[config.mk]
export PLATFORM = sky130hd
export DESIGN_NAME = seq_multiplier
export DESIGN_NICKNAME = d
export VERILOG_FILES = /design/src/rtl/seq_multiplier.sv
export SDC_FILE = /design/constraint.sdc
export NUM_CORES = 1
export LEC_CHECK = 0
export CAP_MARGIN = 10
export CORE_ASPECT_RATIO = 1.75
export CORE_UTILIZATION = 30
export CTS_BUF_LIST = sky130_fd_sc_hd__clkbuf_16
export DETAILED_ROUTE_END_ITERATION = 8
export HOLD_SLACK_MARGIN = 0.08
export SLEW_MARGIN = 10
export SYNTH_ARGS = -nofsm -noshare
export SYNTH_HDL_FRONTEND = slang
export SYNTH_SLANG_ARGS = --single-unit
[constraint.sdc]
create_clock -name clk -period 7.7 [get_ports clk]
set_clock_uncertainty 0.15 [all_clocks]
set_input_delay 1.54 -clock clk [delete_from_list [all_inputs] [get_ports clk]]
set_output_delay 1.54 -clock clk [all_outputs]
set_load 0.02 [all_outputs]
[src/rtl/seq_multiplier.sv]
// Unsigned N x N -> 2N shift-add multiplier, one iteration per cycle.
// state | meaning: IDLE wait for start | RUN N shift-add steps | DONE one-cycle done pulse
module seq_multiplier #(
  parameter int N = 8
) (
  input  logic           clk,
  input  logic           reset,
  input  logic           start,
  input  logic [N-1:0]   a,
  input  logic [N-1:0]   b,
  output logic           busy,
  output logic           done,
  output logic [2*N-1:0] product
);

  localparam int CW = $clog2(N);
  localparam logic [CW-1:0] LAST = CW'(N - 1);

  typedef enum logic [1:0] {IDLE, RUN, DONE} state_t;

  state_t         state_q, state_d;
  logic [N-1:0]   mcand_q, mcand_d;
  logic [N-1:0]   mplier_q, mplier_d;
  logic [2*N-1:0] acc_q, acc_d;
  logic [CW-1:0]  count_q, count_d;
  logic [2*N-1:0] product_q, product_d;
  logic           busy_q, busy_d;
  logic           done_q, done_d;
  logic [N:0]     sum;

  function automatic logic [N:0] ripple_add(input logic [N-1:0] x, input logic [N-1:0] y);
    logic [N-1:0] s;
    logic         c;
    c = 1'b0;
    for (int i = 0; i < N; i++) begin
      s[i] = x[i] ^ y[i] ^ c;
      c    = (x[i] & y[i]) | (x[i] & c) | (y[i] & c);
    end
    return {c, s};
  endfunction

  always_comb begin
    sum = ripple_add(acc_q[2*N-1:N], mplier_q[0] ? mcand_q : '0);
  end

  always_comb begin
    state_d   = state_q;
    mcand_d   = mcand_q;
    mplier_d  = mplier_q;
    acc_d     = acc_q;
    count_d   = count_q;
    product_d = product_q;
    busy_d    = 1'b0;
    done_d    = 1'b0;
    case (state_q)
      IDLE: begin
        if (start) begin
          mcand_d   = a;
          mplier_d  = b;
          acc_d     = '0;
          count_d   = '0;
          product_d = '0;
          busy_d    = 1'b1;
          state_d   = RUN;
        end
      end
      RUN: begin
        // carry-out becomes the new MSB before the right shift, so nothing is lost
        acc_d    = {sum, acc_q[N-1:1]};
        mplier_d = mplier_q >> 1;
        count_d  = count_q + CW'(1);
        if (count_q == LAST) begin
          product_d = {sum, acc_q[N-1:1]};
          count_d   = '0;
          done_d    = 1'b1;
          state_d   = DONE;
        end else begin
          busy_d = 1'b1;
        end
      end
      DONE:    state_d = IDLE;
      default: state_d = IDLE;
    endcase
  end

  always_ff @(posedge clk) begin
    if (reset) begin
      state_q   <= IDLE;
      mcand_q   <= '0;
      mplier_q  <= '0;
      acc_q     <= '0;
      count_q   <= '0;
      product_q <= '0;
      busy_q    <= 1'b0;
      done_q    <= 1'b0;
    end else begin
      state_q   <= state_d;
      mcand_q   <= mcand_d;
      mplier_q  <= mplier_d;
      acc_q     <= acc_d;
      count_q   <= count_d;
      product_q <= product_d;
      busy_q    <= busy_d;
      done_q    <= done_d;
    end
  end

  assign busy    = busy_q;
  assign done    = done_q;
  assign product = product_q;

endmodule
M1 wires:
The bar under the picture is 20 um long. Supply wires on this layer in gray.
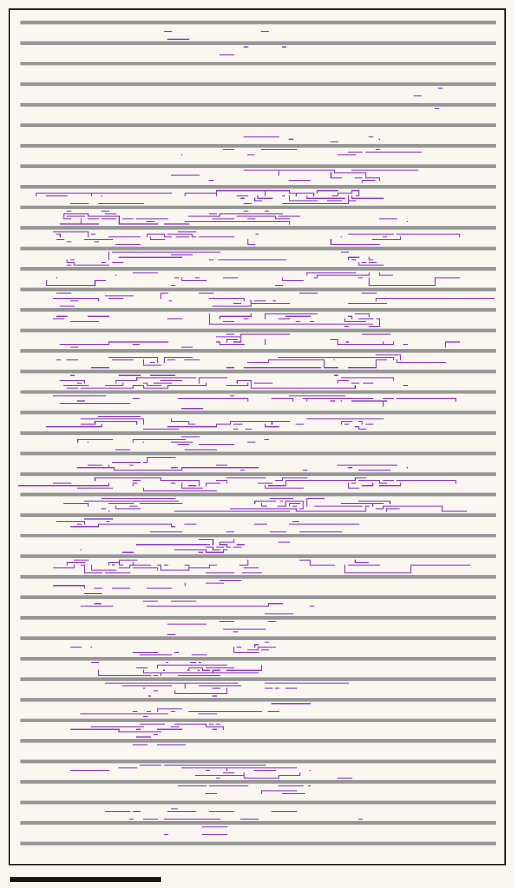
- main direction: horizontal
- nets with wire on the layer: 237
routing usage on met1: 13.7%
final wirelength: 4.13 mm

The metal 2 layer:
Cells faint in the background.
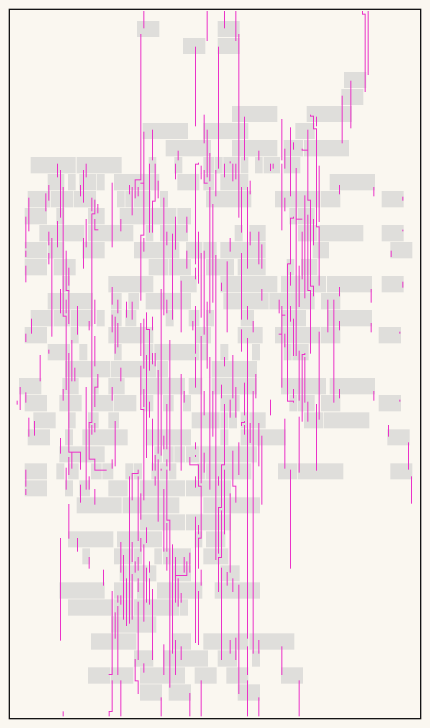
- wire length on this layer: 2150 um
- main direction: vertical
- share of all routed wire: 52%
- longest straight run: 48.6 um
M2 GR Usage: 20.7%
via count: 1549

==> results.ini <==
[layout]
comb_area_um2=930
syn2layout_area_growth_pct=26.7
buf_share_pct=14.0
largestClassByArea=registers
diodes=0

[run_status]
status=finished clean

[detailed_routing]
wl_per_cell_um=12.7
route.detailed.drc=0

[critical_path]
cp-endpoint=acc_q[14]$_SDFFE_PP0P_
slowest_delay_ps=520

[place]
dp_hpwl_mm=2.94

[power]
p_sw_share_pct=24.0
pwr-share-clk_pct=40.6
p_comb_uw=45.0

[floorplanning]
die-width_um=65.5

[sta]
max_freq_mhz=250
drv_slew=0
setup_ws_ps=3700
post-route-period-util_pct=51.9
min_period_ps=4000
tightest_slew_ps=751

[synthesis]
ys_async_sr_fraction_pct=0
synthTopCellsByCount=dfxtp_1, nor2_1, nand2_1
synthFlopType=dfxtp_1

[clock_network]
cts_made_buffers=5

[min_path]
hold_path_startpoint=product[13]$_SDFFE_PP0P_

Signal wires on met3:
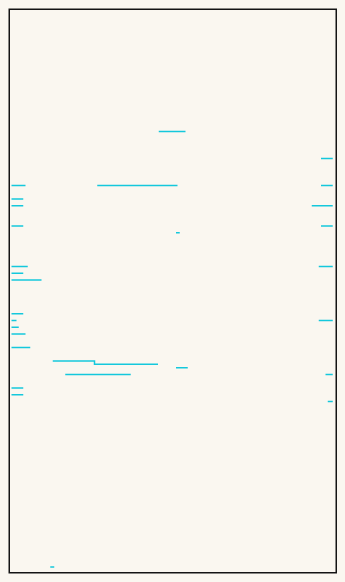
- main direction: horizontal
- nets with wire on the layer: 26
- wire length on this layer: 109 um
- share of all routed wire: 2.6%
- longest straight run: 15.9 um
met3 GRT Util: 2.42%

Cell classes on the final placement:
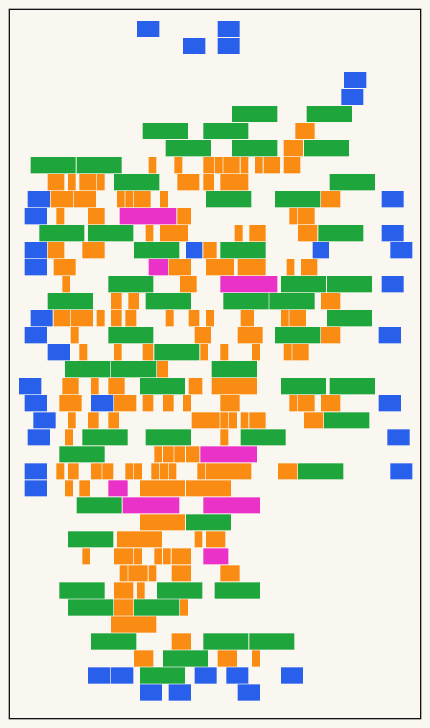
- orange: combinational and other logic (cells 142; share of their area 38%)
- green: flops (cells 54; share of their area 42%)
- magenta: clock drivers and dummy loads (cells 8; share of their area 6.0%)
- blue: other buffers and delay cells (cells 38; share of their area 15%)
row cnt: 40
flop share of the area: 40.2%
post-route cell area: 0.00269 mm2
Final Util: 39.2%
core area: 0.00686 mm2

Power and IR drop assume default switching activity.
